### Routing congestion, run 1

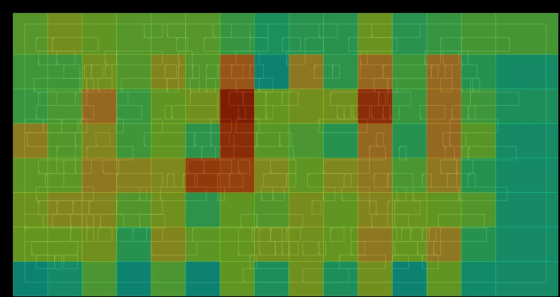
### Metal layers overlaid, run 1

(4 px per um)
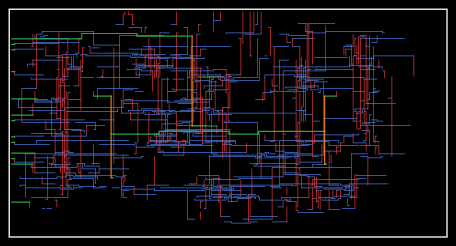
### Layout detail, run 1

Region (72, 4) to (92, 24) um. Cells in gray, sequential cells in the stronger gray; small squares are vias.
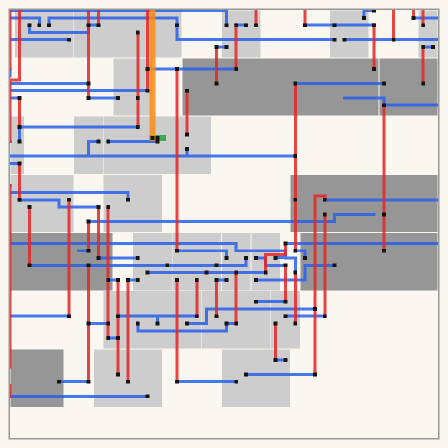
[config.mk]
export PLATFORM = sky130hd
export DESIGN_NAME = pcs_link_ctrl
export DESIGN_NICKNAME = d
export VERILOG_FILES = /design/src/rtl/pcs_link_ctrl.sv
export SDC_FILE = /design/constraint.sdc
export NUM_CORES = 1
export LEC_CHECK = 0
export CELL_PAD_IN_SITES_DETAIL_PLACEMENT = 0
export CELL_PAD_IN_SITES_GLOBAL_PLACEMENT = 1
export CORE_ASPECT_RATIO = 0.5
export CORE_MARGIN = 2
export CORE_UTILIZATION = 35
export CTS_CLUSTER_SIZE = 28
export DETAILED_ROUTE_END_ITERATION = 6
export PLACE_DENSITY_LB_ADDON = 0.1
export SYNTH_ARGS = -nofsm -noshare
export SYNTH_HDL_FRONTEND = slang
export SYNTH_SLANG_ARGS = --single-unit
[constraint.sdc]
create_clock -name GTX_CLK -period 2.6 [get_ports GTX_CLK]
set_input_delay 0.39 -clock GTX_CLK [delete_from_list [all_inputs] [get_ports GTX_CLK]]
set_output_delay 0.39 -clock GTX_CLK [all_outputs]
set_load 0.01 [all_outputs]
[src/rtl/pcs_link_ctrl.sv]
// pcs_link_ctrl: 1000BASE-X PCS link bring-up sequencer.
// Drives the shared one-hot xmit mode bus (CONFIG/IDLE/DATA). Mode changes
// out of DATA are held off while a frame is in flight, except on loss of sync.
// Reset is asynchronous on assertion; its release is expected to be
// synchronised to GTX_CLK upstream.
//
// state       | meaning
// ------------+---------------------------------------------------------
// LINK_DOWN   | no sync/signal or management restart held; send /C/
// CONFIG_WAIT | sending /C/, waiting for LINK_TIMER cycles of partner /C/
// IDLE_DETECT | sending /I/, waiting for LINK_TIMER cycles of partner /I/
// LINK_OK     | data mode; restarts deferred until the frame completes

module pcs_link_ctrl #(
  parameter int unsigned LINK_TIMER = 1024,
  parameter int unsigned CNT_W      = 20
) (
  input  logic       GTX_CLK,
  input  logic       mr_main_reset,
  input  logic       signal_detect,
  input  logic       code_sync_status,
  input  logic       mr_restart,
  input  logic       rx_config_det,
  input  logic       rx_idle_det,
  input  logic       transmitting,
  input  logic       receiving,
  output logic [2:0] xmit,
  output logic       mr_link_ok,
  output logic [1:0] link_state,
  output logic [7:0] link_fail_cnt
);

  typedef enum logic [1:0] {
    LINK_DOWN   = 2'b00,
    CONFIG_WAIT = 2'b01,
    IDLE_DETECT = 2'b10,
    LINK_OK     = 2'b11
  } state_t;

  localparam logic [2:0] XMIT_CONFIG = 3'b001;
  localparam logic [2:0] XMIT_IDLE   = 3'b010;
  localparam logic [2:0] XMIT_DATA   = 3'b100;

  // The qualification timer counts down from LINK_TIMER-1; reaching zero with
  // the qualifier still high is the LINK_TIMER-th consecutive qualifying cycle.
  localparam logic [CNT_W-1:0] TMR_RELOAD = CNT_W'(LINK_TIMER - 1);
  localparam logic [CNT_W-1:0] TMR_ONE    = CNT_W'(1);

  state_t           state_q, state_d;
  logic [CNT_W-1:0] tmr_q, tmr_d;
  logic             pend_down_q, pend_down_d;
  logic             pend_cfg_q, pend_cfg_d;
  logic [7:0]       fail_cnt_d;
  logic [2:0]       xmit_d;
  logic             link_ok_d;

  logic up;
  logic busy;
  logic qual;
  logic expiry;
  logic want_down;
  logic want_cfg;

  assign up     = signal_detect & code_sync_status;
  assign busy   = transmitting | receiving;
  assign expiry = qual && (tmr_q == '0);

  // Select the input that qualifies the timer in the current state.
  always_comb begin
    qual = 1'b0;
    unique case (state_q)
      CONFIG_WAIT: qual = rx_config_det;
      IDLE_DETECT: qual = rx_idle_det;
      default:     qual = 1'b0;
    endcase
  end

  // Next-state, deferred-restart bookkeeping, timer and output decode.
  always_comb begin
    state_d     = state_q;
    pend_down_d = pend_down_q;
    pend_cfg_d  = pend_cfg_q;
    want_down   = mr_restart | pend_down_q;
    want_cfg    = rx_config_det | pend_cfg_q;
    tmr_d       = TMR_RELOAD;
    fail_cnt_d  = link_fail_cnt;
    xmit_d      = XMIT_CONFIG;
    link_ok_d   = 1'b0;

    if (!up) begin
      state_d = LINK_DOWN;
    end else if (mr_restart && (state_q != LINK_OK)) begin
      state_d = LINK_DOWN;
    end else begin
      unique case (state_q)
        LINK_DOWN: begin
          state_d = CONFIG_WAIT;
        end
        CONFIG_WAIT: begin
          if (expiry) state_d = IDLE_DETECT;
        end
        IDLE_DETECT: begin
          // Partner falling back to /C/ outranks a simultaneous expiry.
          if (rx_config_det)  state_d = CONFIG_WAIT;
          else if (expiry)    state_d = LINK_OK;
        end
        LINK_OK: begin
          if (!busy) begin
            if (want_down)     state_d = LINK_DOWN;
            else if (want_cfg) state_d = CONFIG_WAIT;
          end else begin
            pend_down_d = want_down;
            pend_cfg_d  = want_cfg;
          end
        end
        default: state_d = LINK_DOWN;
      endcase
    end

    if (state_d != LINK_OK) begin
      pend_down_d = 1'b0;
      pend_cfg_d  = 1'b0;
    end

    // Any state entry or a dropped qualifier restarts the count.
    if ((state_d == state_q) && qual) begin
      tmr_d = tmr_q - TMR_ONE;
    end

    if ((state_q == LINK_OK) && (state_d != LINK_OK) && (link_fail_cnt != 8'hFF)) begin
      fail_cnt_d = link_fail_cnt + 8'd1;
    end

    unique case (state_d)
      IDLE_DETECT: xmit_d = XMIT_IDLE;
      LINK_OK:     xmit_d = XMIT_DATA;
      default:     xmit_d = XMIT_CONFIG;
    endcase
    link_ok_d = (state_d == LINK_OK);
  end

  // State, timer and pending-restart registers.
  always_ff @(posedge GTX_CLK or posedge mr_main_reset) begin
    if (mr_main_reset) begin
      state_q     <= LINK_DOWN;
      tmr_q       <= TMR_RELOAD;
      pend_down_q <= 1'b0;
      pend_cfg_q  <= 1'b0;
    end else begin
      state_q     <= state_d;
      tmr_q       <= tmr_d;
      pend_down_q <= pend_down_d;
      pend_cfg_q  <= pend_cfg_d;
    end
  end

  // Registered outputs, updated on the same edge as the state.
  always_ff @(posedge GTX_CLK or posedge mr_main_reset) begin
    if (mr_main_reset) begin
      xmit          <= XMIT_CONFIG;
      mr_link_ok    <= 1'b0;
      link_fail_cnt <= 8'd0;
    end else begin
      xmit          <= xmit_d;
      mr_link_ok    <= link_ok_d;
      link_fail_cnt <= fail_cnt_d;
    end
  end

  assign link_state = state_q;

endmodule

==> CHANGELOG.md, run 1 <==
## Flow update

* Largest regs: tmr_q x20, link_fail_cnt x8, xmit x3
* Clock network area share at 3.28%
* Slew @ Worst Pin at 0.547 ns
* Mean post-synth cell area at 10.7 sq um
* Num rows at 19
* Crit-path max FO at 5
* Sequential power share at 56.4%
* Post-route non-filler standard cell count at 297
* Compound Share, Synth at 11.4%
* CTS sink count at 36
* RSZ-0062 raised after global routing: no
* Synth cell count leaders: dfrtp_1, nor2_1, nand2_1
* Critical Path Stages at 8
* CP Capture Type: register
* Outcome: finished clean
* N_diodes at 0
* Initial antenna violation count at 0
* Top Layer Used: met4
* CP Capture Point: link_fail_cnt[1]
* Multi-input comb cells at 134
* Mapped Cells at 180
* Die width at 109 um
* Hold/Removal Path Class: register to register
* CP dominant cell by count: inv_1
* Biggest register: tmr_q
About 'Routing congestion':
grt peak-use layer: met2
Final Util: 45.2%
Tot GR Track Use: 15.1%
WL/cell: 13.4 um

About 'Metal layers overlaid':
legend:
  metal 4:
    color: orange
    wire_length: 59.8 um
  metal 1:
    color: blue
    wire_length: 2150 um
  metal 3:
    color: green
    wire_length: 153 um
  metal 2:
    color: red
    wire_length: 1610 um
vias post-DR: 1439
total length of routed wires: 3.97 mm

About 'Layout detail':
legend:
  metal 3:
    color: green
  metal 4:
    color: orange
  metal 1:
    color: blue
  metal 2:
    color: red
cells with their middle in the window: 23
most frequent: dfrtp_1 (4), xnor2_1 (3), nor2_1 (3)
netlist names of flops here include: tmr_q (4)
sequential cells in the window: 4

## Run 2: what changed since run 1
--- a/config.mk
+++ b/config.mk
@@ -9,9 +9,11 @@
 export CELL_PAD_IN_SITES_GLOBAL_PLACEMENT = 1
 export CORE_ASPECT_RATIO = 0.5
 export CORE_MARGIN = 2
-export CORE_UTILIZATION = 35
+export CORE_UTILIZATION = 43
 export CTS_CLUSTER_SIZE = 28
 export DETAILED_ROUTE_END_ITERATION = 6
+export GPL_ROUTABILITY_DRIVEN = 0
+export HOLD_SLACK_MARGIN = 0.1
 export PLACE_DENSITY_LB_ADDON = 0.1
 export SYNTH_ARGS = -nofsm -noshare
 export SYNTH_HDL_FRONTEND = slang
### Layout detail, run 2

Region (64, 3) to (84, 23) um. Cells in gray, sequential cells in the stronger gray; small squares are vias.
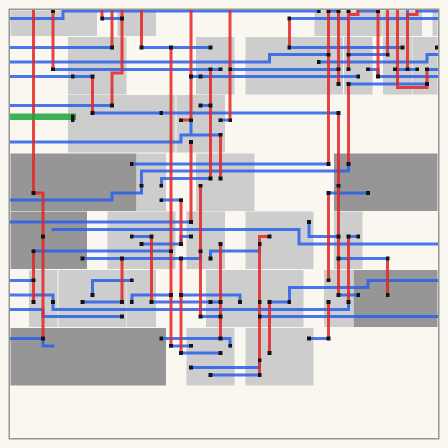
legend:
  metal 2:
    color: red
  metal 3:
    color: green
  metal 1:
    color: blue
sequential cells in the window: 3
netlist names of flops here include: tmr_q (3)
most frequent: nor2_1 (5), xnor2_1 (3), dfrtp_1 (3)
cells with their middle in the window: 24

### Where the registers sit, run 2

(6 px per um) Other sequential cells in the stronger gray, the rest of the logic in the fainter gray.
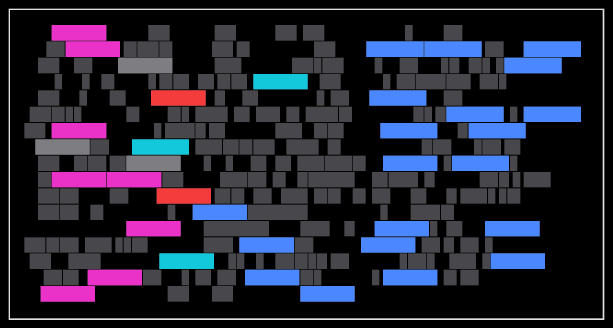
legend:
  link_fail_cnt:
    color: magenta
    placed_flops: 8
  link_state:
    color: red
    placed_flops: 2
  tmr_q:
    color: blue
    placed_flops: 20
  xmit:
    color: cyan
    placed_flops: 3
Final Util: 55.9%
Reg area: 915 sq um
sequential cell area share: 37.5%

==> CHANGELOG.md, run 2 <==
## Flow update

* CTS sink count at 36 (unchanged)
* WL/cell at 13.9 um (+3.8%)
* Critical Path Stages at 9 (+1)
* Outcome: finished clean
* N_diodes at 0 (unchanged)
* Vias post-DR at 1459 (+1.4%)
* Die width at 98.8 um (-9.4%)
* Num rows at 17 (-2)
* Flip-flops with a built-in enable at 0
* Mapped Cells at 180 (unchanged)
* Met3 WL post-DR at 161 um
* RSZ-0062 raised after global routing: no
* CP Capture Point: tmr_q[10]
* Initial antenna violation count at 0 (unchanged)
* Hold/Removal Path Class: register to register
* Synth Area in Adders at 4.53%
* Compound Share, Synth at 11.4% (unchanged)
* Synth cell count leaders: dfrtp_1, nor2_1, nand2_1
* Number of routed nets with antenna violations at 0
* Mean post-synth cell area at 10.7 sq um (unchanged)
* Top class by area: combinational gates
* Slew @ Worst Pin at 0.639 ns (+0.0923 ns)
* Max reg flops at 20
* Grt peak-use layer: met2
* Setup TNS at 0 ns
* Tot GR Track Use at 17.4% (+2.3 points)
* Top Layer Used: met4
* Multi-input comb cells at 134 (unchanged)
* Post-route non-filler standard cell count at 280 (-5.7%)
* CP Capture Type: register
* Biggest register: tmr_q
* Clock network area share at 4.57% (+1.3 points)
* Post-synth area from yosys stat at 1930 sq um
* Final Slew Violations at 0
* Sequential power share at 50.8% (-5.6 points)
* Total length of routed wires at 3.89 mm (-2.1%)
* Crit-path max FO at 10 (+5)
* Overall power at 1110 uW
Power and IR drop assume default switching activity.
